## src/rtl/multicycle_control.sv

```systemverilog
// Multicycle RV32I control FSM: sequences fetch, decode, execute, memory and
// writeback, drives datapath selects/enables, and traps on illegal opcodes or memory timeouts.
module multicycle_control #(
   parameter int MEM_TIMEOUT = 15,
   parameter int RETIRE_W    = 32
) (
   input  logic                clk,
   input  logic                rst_n,
   input  logic [31:0]         instr,
   input  logic                imem_ready,
   input  logic                dmem_ready,
   input  logic                branch_taken,
   output logic                imem_req,
   output logic                ir_write,
   output logic                pc_write,
   output logic                jump_mux,
   output logic                branch_mux,
   output logic                alu_mux_1,
   output logic                alu2_mux,
   output logic [2:0]          reg_write_mux,
   output logic                reg_write_enable,
   output logic                dmem_read_enable,
   output logic                dmem_write_enable,
   output logic [5:0]          i_format,
   output logic                trap,
   output logic [RETIRE_W-1:0] retired,
   output logic [2:0]          state_dbg
);

   // Handshake: imem_req/dmem_*_enable stay high until the matching ready is
   // sampled high on a rising edge; that cycle completes the transfer.

   typedef enum logic [2:0] {
      S_IDLE   = 3'd0,
      S_FETCH  = 3'd1,
      S_DECODE = 3'd2,
      S_EXEC   = 3'd3,
      S_MEM    = 3'd4,
      S_WB     = 3'd5,
      S_TRAP   = 3'd6
   } state_t;

   typedef enum logic [3:0] {
      OP_ILL, OP_LUI, OP_AUIPC, OP_JAL, OP_JALR, OP_BRANCH,
      OP_LOAD, OP_STORE, OP_IMM, OP_REG, OP_FENCE
   } op_t;

   localparam int TW = (MEM_TIMEOUT < 1) ? 1 : $clog2(MEM_TIMEOUT + 1);
   localparam logic [TW-1:0] TO_LAST = (MEM_TIMEOUT > 0) ? TW'(MEM_TIMEOUT - 1) : '0;

   state_t        state, state_nxt;
   op_t           op_q, dec_op;
   logic [5:0]    dec_fmt;
   logic [2:0]    dec_rwm;
   logic          dec_a1, dec_a2;
   logic [TW-1:0] to_cnt;
   logic          wait_lo, to_hit;
   logic          unused_bits;

   assign unused_bits = &{1'b0, instr[31:7]};
   assign state_dbg   = state;

   // Opcode decode; only instr[6:0] determines legality and the datapath fields.
   always_comb begin
      dec_op  = OP_ILL;
      dec_fmt = 6'b000000;
      dec_rwm = 3'd0;
      dec_a1  = 1'b0;
      dec_a2  = 1'b0;
      case (instr[6:0])
         7'b0110111: begin dec_op = OP_LUI;    dec_fmt = 6'b010000; dec_rwm = 3'd3; dec_a2 = 1'b1; end
         7'b0010111: begin dec_op = OP_AUIPC;  dec_fmt = 6'b010000; dec_rwm = 3'd4; dec_a1 = 1'b1; dec_a2 = 1'b1; end
         7'b1101111: begin dec_op = OP_JAL;    dec_fmt = 6'b100000; dec_rwm = 3'd2; dec_a1 = 1'b1; dec_a2 = 1'b1; end
         7'b1100111: begin dec_op = OP_JALR;   dec_fmt = 6'b000010; dec_rwm = 3'd2; dec_a2 = 1'b1; end
         7'b1100011: begin dec_op = OP_BRANCH; dec_fmt = 6'b001000; end
         7'b0000011: begin dec_op = OP_LOAD;   dec_fmt = 6'b000010; dec_rwm = 3'd1; dec_a2 = 1'b1; end
         7'b0100011: begin dec_op = OP_STORE;  dec_fmt = 6'b000100; dec_a2 = 1'b1; end
         7'b0010011: begin dec_op = OP_IMM;    dec_fmt = 6'b000010; dec_a2 = 1'b1; end
         7'b0110011: begin dec_op = OP_REG;    dec_fmt = 6'b000001; end
         7'b0001111: begin dec_op = OP_FENCE;  dec_fmt = 6'b000010; dec_a2 = 1'b1; end
         default:    dec_op = OP_ILL;
      endcase
   end

   assign wait_lo = ((state == S_FETCH) && !imem_ready) || ((state == S_MEM) && !dmem_ready);
   assign to_hit  = (MEM_TIMEOUT != 0) && wait_lo && (to_cnt == TO_LAST);

   always_ff @(posedge clk or negedge rst_n) begin
      if (!rst_n) begin
         state         <= S_IDLE;
         op_q          <= OP_ILL;
         i_format      <= '0;
         reg_write_mux <= '0;
         alu_mux_1     <= 1'b0;
         alu2_mux      <= 1'b0;
         retired       <= '0;
         to_cnt        <= '0;
      end else begin
         state <= state_nxt;
         if (state == S_DECODE) begin
            op_q          <= dec_op;
            i_format      <= dec_fmt;
            reg_write_mux <= dec_rwm;
            alu_mux_1     <= dec_a1;
            alu2_mux      <= dec_a2;
         end
         if (pc_write)
            retired <= retired + 1'b1;
         if ((MEM_TIMEOUT != 0) && wait_lo)
            to_cnt <= to_cnt + 1'b1;
         else
            to_cnt <= '0;
      end
   end

   always_comb begin
      state_nxt         = state;
      imem_req          = 1'b0;
      ir_write          = 1'b0;
      pc_write          = 1'b0;
      jump_mux          = 1'b0;
      branch_mux        = 1'b0;
      reg_write_enable  = 1'b0;
      dmem_read_enable  = 1'b0;
      dmem_write_enable = 1'b0;
      trap              = 1'b0;
      case (state)
         S_IDLE: state_nxt = S_FETCH;
         S_FETCH: begin
            imem_req = 1'b1;
            if (imem_ready) begin
               ir_write  = 1'b1;
               state_nxt = S_DECODE;
            end else if (to_hit) begin
               state_nxt = S_TRAP;
            end
         end
         S_DECODE: state_nxt = (dec_op == OP_ILL) ? S_TRAP : S_EXEC;
         S_EXEC: begin
            case (op_q)
               OP_LOAD, OP_STORE: state_nxt = S_MEM;
               OP_BRANCH: begin
                  pc_write   = 1'b1;
                  branch_mux = branch_taken;
                  state_nxt  = S_FETCH;
               end
               OP_FENCE: begin
                  pc_write  = 1'b1;
                  state_nxt = S_FETCH;
               end
               default: state_nxt = S_WB;
            endcase
         end
         S_MEM: begin
            dmem_read_enable  = (op_q == OP_LOAD);
            dmem_write_enable = (op_q == OP_STORE);
            if (dmem_ready) begin
               // A store retires on its completing cycle; a load still needs writeback.
               pc_write  = (op_q == OP_STORE);
               state_nxt = (op_q == OP_STORE) ? S_FETCH : S_WB;
            end else if (to_hit) begin
               state_nxt = S_TRAP;
            end
         end
         S_WB: begin
            reg_write_enable = 1'b1;
            pc_write         = 1'b1;
            jump_mux         = (op_q == OP_JAL) || (op_q == OP_JALR);
            state_nxt        = S_FETCH;
         end
         S_TRAP: trap = 1'b1;
         default: state_nxt = S_IDLE;
      endcase
   end

endmodule
```

## config.mk

```make
export PLATFORM = sky130hd
export DESIGN_NAME = multicycle_control
export DESIGN_NICKNAME = d
export VERILOG_FILES = /design/src/rtl/multicycle_control.sv
export SDC_FILE = /design/constraint.sdc
export NUM_CORES = 1
export LEC_CHECK = 0
export ABC_AREA = 1
export CAP_MARGIN = 20
export CORE_AREA = 2 2 87 97
export DETAILED_ROUTE_END_ITERATION = 10
export DIE_AREA = 0 0 89 99
export PLACE_DENSITY = 0.74
export SKIP_CTS_REPAIR_TIMING = 1
export SLEW_MARGIN = 20
export SYNTH_ARGS = -nofsm -noshare
export SYNTH_HDL_FRONTEND = slang
export SYNTH_SLANG_ARGS = --single-unit
export TNS_END_PERCENT = 20
```

## constraint.sdc

```tcl
create_clock -name clk -period 2.6 [get_ports clk]
set_clock_uncertainty 0.15 [all_clocks]
set_input_delay 0.52 -clock clk [delete_from_list [all_inputs] [get_ports clk]]
set_output_delay 0.52 -clock clk [all_outputs]
set_load 0.01 [all_outputs]
```

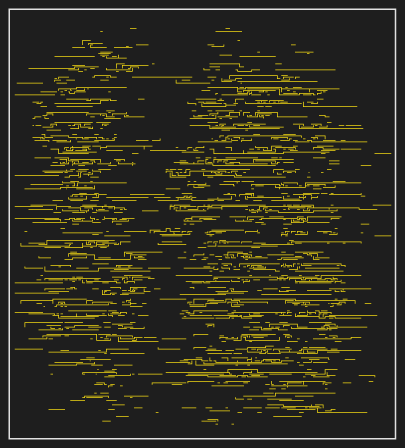
(signal wires on met1)
share of all routed wire: 43%
longest straight run: 19.3 um
routed wire length: 9.05 mm
met1 Use GR: 0.258
via count: 3541

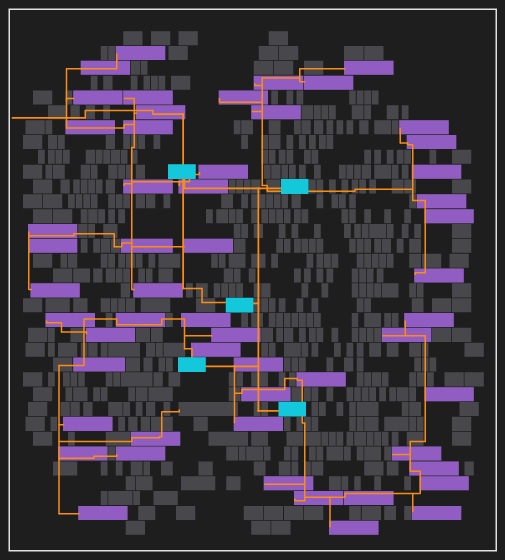
(clock wires, drivers and flops)
[clock-net drivers] cyan | count: 5
[flip-flops] purple | count: 54
[clock wires] orange | length: 680 um
routed clock nets: 6
Clk power: 0.573 mW
later-pin clock latency in the skew report: 0.31 ns
Clk pwr share: 0.203

==> notes.md <==
yosys + openroad results -> yosys simple share=0.441, total power draw=2.82 mW, largest register by flop count=retired, DR WL met3=332 um, Hold WC Path Type=in -> async, final setup TNS=0 ns, Top cell excl fill/tap=nand2_1, clock-cell share of area=0.0247, Fmax=0.389 GHz, Synth Seq Share=0.386, Logic pwr share=0.386, count leader, synth=nand2_1, met3 usage=0.0318, Util after Layout=0.570, CP Data Arrival Time=1.90 ns, worst slew pin tran=0.613 ns, CP Max Fanout=5, invs w/o clock=52, Seq power=1.16 mW, reg2reg start=retired[0]$_DFFE_PN0P_, Final min period=2.57 ns, Top area cell types=dfrtp_1 39%, nand2_1 23%, nor2_1 7.7%, HPWL Detailed=6.59 mm, CTS tree=built, most frequent cells in the layout=212 x nand2_1, 70 x nor2_1, 63 x clkdlybuf4s50_1, 52 x dfrtp_1, 48 x inv_1, Slew Viols, Final=0, final tally of setup violations=0, biggest regs=retired (32), i_format (6), routed vias/inst=5.02, first-pass GRT wire length=15.0 mm, tap cells=108, 1st-pass router iterations=4, CP endpoint=pc_write, fraction of layout cells with a size suffix above 1=0.0620, pin count of the biggest net entering global routing=36, final hold vios=0, tool warnings=53, Nets=636, Sequential Area=1350 sq um, Slew HR=0.591, DR top layer=met4, outcome=complete, no violations, DRT met1 WL=3.88 mm, initial antenna violation count=0, Dominant cell area share=0.386, Worst VDD drop=0.494 mV, Commonest flop=dfrtp_1, fillers=779, global route overflow=0, fa+ha+maj area frac=0.0107, Final Instance Area=4460 sq um, Core Box Area=7830 sq um, Top Consumer=sequential cells, Post-Layout Cell Count=705, post-layout period usage=0.990, CTS Root Cell=clkbuf_8, crit-path cells=buf_4 > nor3_4 > inv_2 > nor2_4 > nand2_2 > nand3_4 > clkdlybuf4s50_1, CP Data Required Time=1.93 ns, maxcap violations=0, max FFs per register=32, number of global-route vias before repair=3386, Comb area=1910 sq um, part of the power in registers=0.411, yosys xor share=0.0426, number of DRC markers in iteration 0=157, Die Span X=89 um, number of non-clock buffers in the layout=76, P_sw=1.05 mW, non-clk buf share=0.169, P per Cell Area=634 nW/um^2, Comb power=1.09 mW, grt peak-use layer=met2, Largest cell class=multi-input combinational cells, CP Depth=7, Placed Cells incl. Taps=697, r2r worst-path depth=10, number of core rows=34, TritonCTS Buffers=5, cell count in the Yosys report=527, Area Growth Syn to Fin=27.5%, Starting Density=0.447
Power is estimated from default activity; no workload was simulated.
